<file path="config.mk">
export PLATFORM = sky130hd
export DESIGN_NAME = jtoutrun_obj_sched
export DESIGN_NICKNAME = d
export VERILOG_FILES = /design/src/rtl/jtoutrun_obj_pkg.sv /design/src/rtl/jtoutrun_obj_romarb.sv /design/src/rtl/jtoutrun_obj_sched.sv
export SDC_FILE = /design/constraint.sdc
export NUM_CORES = 1
export LEC_CHECK = 0
export ABC_AREA = 1
export CAP_MARGIN = 10
export CORE_MARGIN = 1.5
export CORE_UTILIZATION = 30
export DETAILED_ROUTE_END_ITERATION = 10
export DONT_BUFFER_PORTS = 1
export PLACE_DENSITY = 0.45
export SYNTH_ARGS = -nofsm -noshare
export SYNTH_HDL_FRONTEND = slang
export SYNTH_HIERARCHICAL = 1
export SYNTH_SLANG_ARGS = --single-unit
</file>
<file path="constraint.sdc">
create_clock -name clk -period 2.3 [get_ports clk]
set_clock_uncertainty 0.15 [all_clocks]
set_input_delay 0.69 -clock clk [delete_from_list [all_inputs] [get_ports clk]]
set_output_delay 0.69 -clock clk [all_outputs]
set_load 0.01 [all_outputs]
</file>
<file path="src/rtl/jtoutrun_obj_pkg.sv">
// Shared definitions for the object scheduler: sprite entry field layout and
// the dispatch state encoding.
package jtoutrun_obj_pkg;

  localparam int ENTRY_W    = 50;
  localparam int XPOS_LSB   = 0;
  localparam int XPOS_W     = 9;
  localparam int OFFSET_LSB = 9;
  localparam int OFFSET_W   = 16;
  localparam int BANK_LSB   = 25;
  localparam int BANK_W     = 3;
  localparam int PRIO_LSB   = 28;
  localparam int PRIO_W     = 2;
  localparam int SHADOW_BIT = 30;
  localparam int PAL_LSB    = 31;
  localparam int PAL_W      = 7;
  localparam int HZOOM_LSB  = 38;
  localparam int HZOOM_W    = 10;
  localparam int HFLIP_BIT  = 48;
  localparam int BACKWD_BIT = 49;

  localparam int ROM_AW = 18;
  localparam int ROM_DW = 32;

  typedef enum logic [1:0] {
    ST_IDLE  = 2'd0,
    ST_DRAIN = 2'd1,
    ST_DONE  = 2'd2
  } sched_state_t;

endpackage

</file>
<file path="src/rtl/jtoutrun_obj_romarb.sv">
// Object ROM port arbiter: one owner at a time, with a short dead gap on every
// ownership change so a late obj_ok for the old address never reaches the new owner.
module jtoutrun_obj_romarb
  import jtoutrun_obj_pkg::*;
#(
  parameter int SWITCH_GAP = 1
) (
  input  logic              clk,
  input  logic              rst,
  input  logic              clr,
  input  logic              d0_cs,
  input  logic              d1_cs,
  input  logic [ROM_AW-1:0] d0_addr,
  input  logic [ROM_AW-1:0] d1_addr,
  input  logic              obj_ok,
  output logic              obj_cs,
  output logic [ROM_AW-1:0] obj_addr,
  output logic              d0_ok,
  output logic              d1_ok
);

  localparam logic [1:0] GAP_INIT = 2'(SWITCH_GAP);

  logic       grant;
  logic [1:0] gap_cnt;
  logic       in_gap;
  logic       own_cs;
  logic       oth_cs;
  logic       swap;

  always_comb begin
    in_gap   = (gap_cnt != 2'd0);
    own_cs   = grant ? d1_cs : d0_cs;
    oth_cs   = grant ? d0_cs : d1_cs;
    // the owner keeps the port for as long as it holds cs
    swap     = ~in_gap & ~own_cs & oth_cs;
    obj_addr = grant ? d1_addr : d0_addr;
    obj_cs   = own_cs & ~in_gap & ~clr & ~rst;
    d0_ok    = obj_ok & obj_cs & ~grant;
    d1_ok    = obj_ok & obj_cs & grant;
  end

  always_ff @(posedge clk) begin
    if (rst || clr) begin
      grant   <= 1'b0;
      gap_cnt <= 2'd0;
    end else if (swap) begin
      grant   <= ~grant;
      gap_cnt <= GAP_INIT;
    end else if (in_gap) begin
      gap_cnt <= gap_cnt - 2'd1;
    end
  end

endmodule

</file>
<file path="src/rtl/jtoutrun_obj_sched.sv">
// Object scheduler: dispatches scan entries to two draw engines and shares the
// object ROM port between them.
//
// state    | meaning
// ST_IDLE  | accepting entries while an engine is free
// ST_DRAIN | last entry taken, waiting for both engines to go idle
// ST_DONE  | line finished, holding until hstart
module jtoutrun_obj_sched
  import jtoutrun_obj_pkg::*;
#(
  parameter int SWITCH_GAP = 1
) (
  input  logic               clk,
  input  logic               rst,
  input  logic               hstart,
  input  logic               scn_valid,
  output logic               scn_ready,
  input  logic               scn_last,
  input  logic [ENTRY_W-1:0] scn_entry,
  output logic               d0_start,
  output logic               d1_start,
  output logic [ENTRY_W-1:0] d0_entry,
  output logic [ENTRY_W-1:0] d1_entry,
  input  logic               d0_busy,
  input  logic               d1_busy,
  input  logic               d0_cs,
  input  logic               d1_cs,
  input  logic [ROM_AW-1:0]  d0_addr,
  input  logic [ROM_AW-1:0]  d1_addr,
  output logic               d0_ok,
  output logic               d1_ok,
  output logic [ROM_DW-1:0]  d0_data,
  output logic [ROM_DW-1:0]  d1_data,
  output logic               obj_cs,
  output logic [ROM_AW-1:0]  obj_addr,
  input  logic               obj_ok,
  input  logic [ROM_DW-1:0]  obj_data,
  output logic               line_done
);

  sched_state_t state, state_nxt;

  logic lock_0, lock_1;
  logic last_seen;
  logic free_0, free_1;
  logic accept, to_0, to_1;
  logic all_free;

  always_comb begin
    // lock masks the cycle between a start pulse and the engine raising busy
    free_0    = ~d0_busy & ~lock_0;
    free_1    = ~d1_busy & ~lock_1;
    all_free  = free_0 & free_1;
    scn_ready = ~rst & ~hstart & (state == ST_IDLE) & (free_0 | free_1);
    accept    = scn_valid & scn_ready;
    to_0      = accept & free_0;
    to_1      = accept & ~free_0;
    line_done = ~rst & ~hstart & (state == ST_DRAIN) & last_seen & all_free;
  end

  always_comb begin
    state_nxt = state;
    if (hstart) begin
      state_nxt = ST_IDLE;
    end else begin
      case (state)
        ST_IDLE:  if (accept && scn_last) state_nxt = ST_DRAIN;
        ST_DRAIN: if (last_seen && all_free) state_nxt = ST_DONE;
        ST_DONE:  state_nxt = ST_DONE;
        default:  state_nxt = ST_IDLE;
      endcase
    end
  end

  always_ff @(posedge clk) begin
    if (rst) state <= ST_IDLE;
    else     state <= state_nxt;
  end

  always_ff @(posedge clk) begin
    if (rst) begin
      d0_start  <= 1'b0;
      d1_start  <= 1'b0;
      lock_0    <= 1'b0;
      lock_1    <= 1'b0;
      last_seen <= 1'b0;
      d0_entry  <= '0;
      d1_entry  <= '0;
    end else if (hstart) begin
      d0_start  <= 1'b0;
      d1_start  <= 1'b0;
      lock_0    <= 1'b0;
      lock_1    <= 1'b0;
      last_seen <= 1'b0;
    end else begin
      d0_start <= to_0;
      d1_start <= to_1;
      lock_0   <= to_0;
      lock_1   <= to_1;
      if (accept) last_seen <= scn_last;
      if (to_0)   d0_entry  <= scn_entry;
      if (to_1)   d1_entry  <= scn_entry;
    end
  end

  assign d0_data = obj_data;
  assign d1_data = obj_data;

  jtoutrun_obj_romarb #(
    .SWITCH_GAP (SWITCH_GAP)
  ) u_romarb (
    .clk      (clk),
    .rst      (rst),
    .clr      (hstart),
    .d0_cs    (d0_cs),
    .d1_cs    (d1_cs),
    .d0_addr  (d0_addr),
    .d1_addr  (d1_addr),
    .obj_ok   (obj_ok),
    .obj_cs   (obj_cs),
    .obj_addr (obj_addr),
    .d0_ok    (d0_ok),
    .d1_ok    (d1_ok)
  );

endmodule

</file>
run_1/final_placement.png
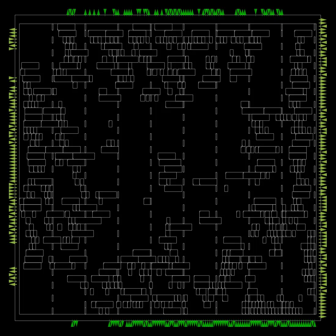
number of non-filler instances in the completed layout: 783
count of inserted tapcells: 211
standard cell core area: 15300 um^2

run_1/zoom.png
The bar under the picture is 10 um long. Window x 52 to 77, y 26 to 51 um. Cells in gray, sequential cells in the stronger gray; small squares are vias.
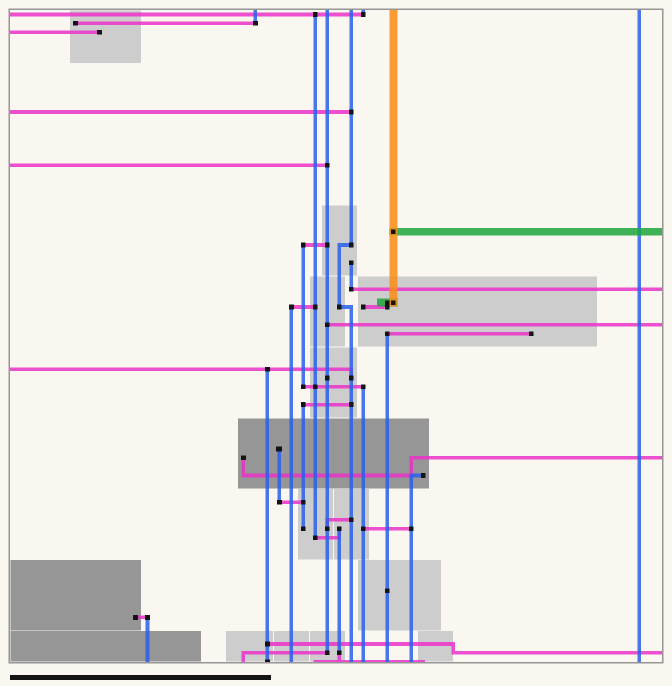
color	layer
orange	met4
green	met3
blue	met2
magenta	met1
most frequent	nand2_1 (2), nor2_1 (2), dfxtp_1 (2)
cells with their middle in the window	10
sequential cells in the window	2
netlist names of flops here include	d0_entry (1), d1_entry (1)

==> reports/metrics.json, run 1 <==
{
  "yosys": {
    "fp_nets": 775,
    "post_synth.cell_area_avg_um2": 7.38,
    "synth_simple_gate_area_share": 0.249,
    "ys_sh_xor": 0,
    "synthDominantCellAreaShare": 0.455,
    "synthesis.yosys.warnings": 6,
    "synthTopCellsByArea": "sky130_fd_sc_hd__dfxtp_1 46%, sky130_fd_sc_hd__nand2_1 14%, sky130_fd_sc_hd__buf_4 11%"
  },
  "setup_path": {
    "reg2reg_depth": 11,
    "critical_path_depth": 6,
    "crit_path_end": "scn_ready",
    "worst_r2r_startpoint": "state[0]",
    "worst-endpoint-required_ps": 1460,
    "timing.critical_path.to_type": "primary output",
    "timing.rr.end": "d0_entry[8]",
    "cp.buffers_inverters": 3,
    "critical_path_class": "reg2out",
    "worst-r2r-setup-slack_ps": 360,
    "critPathTopFamily": "flip-flops"
  },
  "detailed_routing": {
    "first_pass_iters": 4,
    "drt_first_iter_violations": 148,
    "route.detailed.drc": 0,
    "drt_wl_total_um": 12400
  },
  "worst_hold_path": {
    "min-delay-start": "rst",
    "min-delay-path-class": "in2reg"
  },
  "sta": {
    "hold_viol_final": 0,
    "fmax_mhz": 451,
    "max_slew_margin": 0.675,
    "holdWs_ps": 252,
    "worst_slew_pin_slew_ps": 487,
    "maxSlewViolCount": 0,
    "grt_setup_unrepaired": "no"
  },
  "outcome": {
    "status": "finished, final reports clean"
  },
  "pwr": {
    "pwr_density_cell_nw_per_um2": 794,
    "switching_share": 0.250,
    "overall_power_of_the_completed_layout_mw": 3.82,
    "power_frac_comb": 0.064
  },
  "place": {
    "placedInstanceArea_um2": 4450,
    "port_buffers": 0
  },
  "cells_and_area": {
    "num-nets-final": 698,
    "insertedDiodeCount": 0,
    "fillers": 1673
  },
  "clocking": {
    "clock_path_buffers": 2,
    "cts.sink_count": 108,
    "clk_transition_reported_paths_ps": 80,
    "cts_tree": "yes"
  },
  "global_route": {
    "grtUsageTotal": 0.148,
    "antenna_violations_before_repair": 0
  },
  "job": {
    "maxCapViolations": 0
  }
}
run_1/clock_map.png
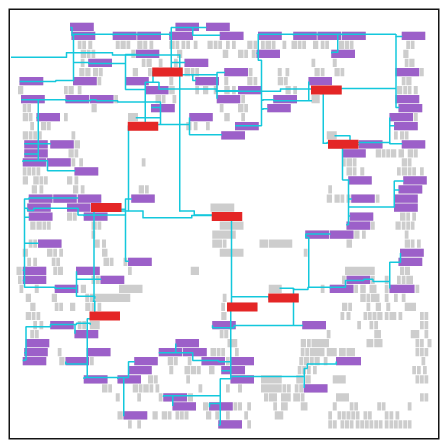
[red] cells driving clock nets | count: 9
[cyan] clock wires | length: 1390 um
[purple] flip-flops | count: 108
routed clock nets	10
flops lie	spread over the die
fraction of power consumed by the clock network: 0.419
clock latency on the worst-skew pair: 350 ps
power consumed by the clock network: 1.60 mW

run_1/gate_families.png
The bar under the picture is 50 um long.
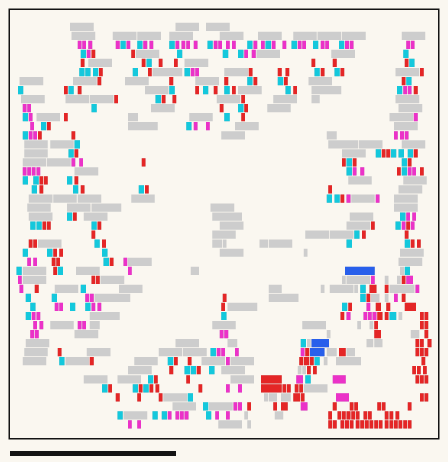
color	family	cells
magenta	NOR gates	114
red	NAND gates	186
cyan	inverting AOI/OAI gates	107
blue	adder and majority cells	3

## run 1: layout make-up
cell class	count	area, um^2	share of cell area
inverter	23	98.8	0.0205
sequential	108	2160	0.450
timing repair buffer	14	180	0.0374
clock buffer	9	225	0.0468
clock inverter	7	83.8	0.0174
multi-input combinational	411	1800	0.373
tap	211	264	0.0548
## run 1: kinds of logic (layout without fill, tap and decap cells)
group / count (synthesis) / count (layout)
buf+inv: 125 / 53
simple gates: 301 / 301
compound gates: 107 / 107
flops: 108 / 108
fa+ha+maj: 3 / 3
## run 1: worst reg2reg max path: stages, from the launching register on
cell                      delay, ps
sky130_fd_sc_hd__dfxtp_2        330
sky130_fd_sc_hd__inv_1           70
sky130_fd_sc_hd__ha_2           180
sky130_fd_sc_hd__inv_1           60
sky130_fd_sc_hd__nor2_2         120
sky130_fd_sc_hd__and2_4         160
sky130_fd_sc_hd__buf_4          130
sky130_fd_sc_hd__nand3_4        170
sky130_fd_sc_hd__inv_2          170
sky130_fd_sc_hd__buf_12         180
sky130_fd_sc_hd__nor2_1          60
sky130_fd_sc_hd__nor2_1         100
## run 1: layer usage
layer	vias to the layer above	wire, um	track usage
met4	0	291	0.0681
met2	180	5910	0.245
met1	1639	4900	0.165
li1	1796	-	-
met3	31	1340	0.0607
met5	-	0	0
## run 1: power by group through the flow
stage          sequential [mW]  combinational (mW)  clock (mW)
2_1_floorplan             2.01               0.326           0
3_3_place_gp              2.02               0.231           0
3_5_place_dp              2.02               0.236           0
4_1_cts                   1.98               0.245        1.66
5_1_grt                   1.98               0.286        1.73
6_report                  1.98               0.244        1.60
## run 1: timing repair
item / 4_1_cts / 5_1_grt
buffers inserted: 1 / 1
pin swaps: 3 / 3
endpoints found under the setup margin: 3 / 4
resized: 9 / 4
## run 1: sequential cells by signal, indices dropped and copies added (netlist names)
register          flops
u_romarb/gap_cnt      2
d1_entry             50
last_seen             1
lock_0                1
d0_entry             50
lock_1                1
state                 2
u_romarb/grant        1
## run 1: cells in the mapped netlist
| cell type | instances |
|---|---|
| sky130_fd_sc_hd__a21oi_1 | 54 |
| sky130_fd_sc_hd__a31oi_1 | 1 |
| sky130_fd_sc_hd__and2_1 | 1 |
| sky130_fd_sc_hd__buf_2 | 7 |
| sky130_fd_sc_hd__buf_4 | 72 |
| sky130_fd_sc_hd__buf_6 | 7 |
| sky130_fd_sc_hd__buf_8 | 1 |
| sky130_fd_sc_hd__clkbuf_1 | 10 |
| sky130_fd_sc_hd__clkbuf_2 | 5 |
| sky130_fd_sc_hd__clkinv_4 | 2 |
| sky130_fd_sc_hd__dfxtp_1 | 108 |
| sky130_fd_sc_hd__ha_1 | 3 |
| sky130_fd_sc_hd__inv_1 | 19 |
| sky130_fd_sc_hd__inv_2 | 1 |
| sky130_fd_sc_hd__inv_4 | 1 |
| sky130_fd_sc_hd__nand2_1 | 175 |
| sky130_fd_sc_hd__nand2_2 | 2 |
| sky130_fd_sc_hd__nand3_1 | 4 |
| sky130_fd_sc_hd__nand3_4 | 2 |
| sky130_fd_sc_hd__nand4_1 | 3 |
| sky130_fd_sc_hd__nor2_1 | 112 |
| sky130_fd_sc_hd__nor2_2 | 2 |
| sky130_fd_sc_hd__o21ai_0 | 52 |
==> run 1 -> run 2 <==
ABC_AREA = not set   (was 1)
REMOVE_ABC_BUFFERS = 1   (was not set)
==> reports/metrics.json, run 2 <==
{
  "setup_path": {
    "worst-endpoint-required": {"value": 1460, "unit": "ps", "change": "about the same"},
    "worst-r2r-setup-slack": {"value": 490, "unit": "ps", "change": "+130 ps"},
    "critical_path_class": "reg2out",
    "timing.critical_path.to_type": "primary output"
  },
  "clocking": {
    "clock_latency": {"value": 340, "unit": "ps", "change": "about the same"},
    "cts.sink_count": {"value": 108, "change": "unchanged"},
    "postCtsSetupRepairBufs": {"value": 0, "change": "-1"},
    "cts_tree": "yes",
    "clk_transition_reported_paths": {"value": 70, "unit": "ps", "change": "about the same"}
  },
  "yosys": {
    "synth_simple_gate_area_share": {"value": 0.197, "change": "-0.0518"},
    "synthTopCellsByArea": "sky130_fd_sc_hd__dfxtp_1 47%, sky130_fd_sc_hd__nand2_1 17%, sky130_fd_sc_hd__a21oi_1 11%",
    "edf_count": {"value": 0, "change": "unchanged"},
    "ys_top_cells_by_count": "204 x sky130_fd_sc_hd__nand2_1, 108 x sky130_fd_sc_hd__dfxtp_1, 104 x sky130_fd_sc_hd__a21oi_1",
    "post_synth.cell_area_avg": {"value": 8.02, "unit": "um^2", "change": "+8.8%"},
    "synthDominantCellAreaShare": {"value": 0.471, "change": "+0.0159"}
  },
  "pwr": {
    "power_frac_comb": {"value": 0.046, "change": "-0.018"},
    "clock_power_share": {"value": 0.411, "change": "-0.008"},
    "pwr_density_cell": {"value": 781, "unit": "nW/um^2", "change": "-1.6%"},
    "overall_power_of_the_completed_layout": {"value": 3.58, "unit": "mW", "change": "-6.5%"},
    "switching_share": {"value": 0.234, "change": "-0.0151"}
  },
  "job": {
    "maxCapViolations": {"value": 0, "change": "unchanged"}
  },
  "sta": {
    "grt_setup_unrepaired": "no",
    "hold_viol_final": {"value": 0, "change": "unchanged"},
    "maxSlewViolCount": {"value": 0, "change": "unchanged"},
    "max_slew_margin": {"value": 0.804, "change": "+0.128"}
  },
  "global_route": {
    "antenna_violations_before_repair": {"value": 0, "change": "unchanged"}
  },
  "cells_and_area": {
    "fillers": {"value": 1629, "change": "-2.6%"}
  },
  "outcome": {
    "status": "finished, final reports clean"
  }
}
[run 2: netlist changes by cell type after synthesis, moves of 5 or more]
cell,before,now
sky130_fd_sc_hd__nand2_1,175,204
sky130_fd_sc_hd__clkbuf_2,5,0
sky130_fd_sc_hd__o21ai_0,52,2
sky130_fd_sc_hd__a21oi_1,54,104
sky130_fd_sc_hd__mux2_2,0,18
sky130_fd_sc_hd__nor2_1,112,6
sky130_fd_sc_hd__buf_4,72,66
sky130_fd_sc_hd__clkbuf_1,10,20
sky130_fd_sc_hd__inv_1,19,5
[run 2: power by group through the flow]
stage	registers [mW]	logic, mW	clock network, mW
finish	1.94	0.164	1.47
global route	1.95	0.184	1.60
CTS	1.94	0.164	1.52
detailed placement	1.99	0.163	0
global placement	1.99	0.161	0
floorplan	1.98	0.120	0
[run 2: metal layers]
| metal | global-route usage | wire (um) | vias up |
|---|---|---|---|
| met5 | 0.0774 | 113 | - |
| li1 | - | - | 1641 |
| met4 | 0.0588 | 206 | 4 |
| met3 | 0.140 | 2680 | 22 |
| met1 | 0.195 | 5610 | 1654 |
| met2 | 0.253 | 5970 | 274 |
[run 2: critical path: cells and delay by family, from the launching register on]
kind          cells  cell delay [ps]
flops             1              400
simple gates      2              630
[run 2: worst max path at each step]
stage                             end                start
final                       line_done               lock_1
after global routing            d0_ok  u_romarb/gap_cnt[0]
after CTS                       d1_ok  u_romarb/gap_cnt[0]
after detailed placement        d1_ok                  rst
after global placement          d1_ok                  rst
after floorplan           d0_entry[0]              d0_busy
[run 2: cell families after synthesis]
| logic type | count (synthesis) |
|---|---|
| flip-flops | 108 |
| multiplexers | 20 |
| AND/OR/NAND/NOR | 225 |
| buffers and inverters | 104 |
| adder cells (fa/ha/maj) | 3 |
| AND-OR/OR-AND | 112 |
[run 2: cell type report]
cell class	instances	area, um^2	area share
clock buffer	10	239	0.0522
inverter	7	27.5	0.00601
timing repair buffer	12	128	0.0279
clock inverter	5	37.5	0.00820
sequential	108	2160	0.472
tap	188	235	0.0514
multi-input combinational	360	1750	0.382
[run 2: stage by stage]
| step | instances | area [um^2] | hold WS (ps) | setup TNS, ps | util |
|---|---|---|---|---|---|
| 2_1_floorplan | 475 | 3930 | 285 | -77630 | - |
| 3_3_place_gp | 675 | 4300 | 298 | 0 | 0.285 |
| 3_5_place_dp | 675 | 4300 | 300 | 0 | 0.285 |
| 4_1_cts | 690 | 4570 | 242 | 0 | 0.303 |
| 5_1_grt | 690 | 4580 | 228 | 0 | 0.303 |
| 6_report | 690 | 4580 | 254 | 0 | 0.303 |
run_2/drive_strength.png
The bar under the picture is 50 um long.
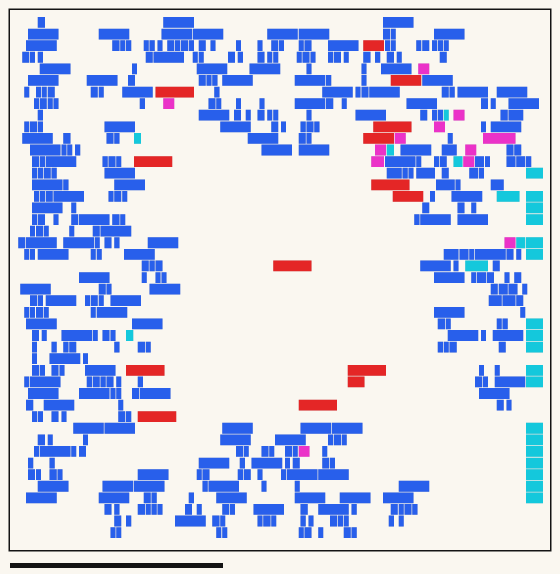
color	size	cells	share	most used
magenta	drive 3 to 4	12	2.4%	buf_4
cyan	drive 2	26	5.2%	mux2_2
red	drive 6 and up	14	2.8%	clkbuf_16
blue	drive 1 or less	450	90%	nand2_1

run_2/wire_density.png
25 x 25 tiles, from black (low) to pale yellow (high), scaled to the fullest tile. Values are wire area over tile area, all layers added.
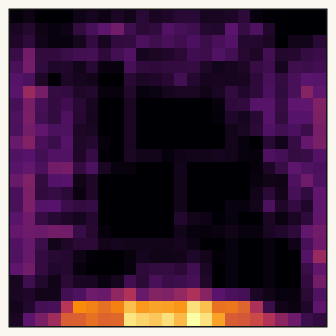
densest ninth of the die	bottom middle
tiles over half the peak	4.8%
fullest tile	1.2
DR WL/cell: 21.1 um
global routing usage summed across all routing layers: 0.178
DR vias: 3595
detailed-route wire length: 14600 um

Power figures rest on the tool's default switching activity, not on a simulated workload.
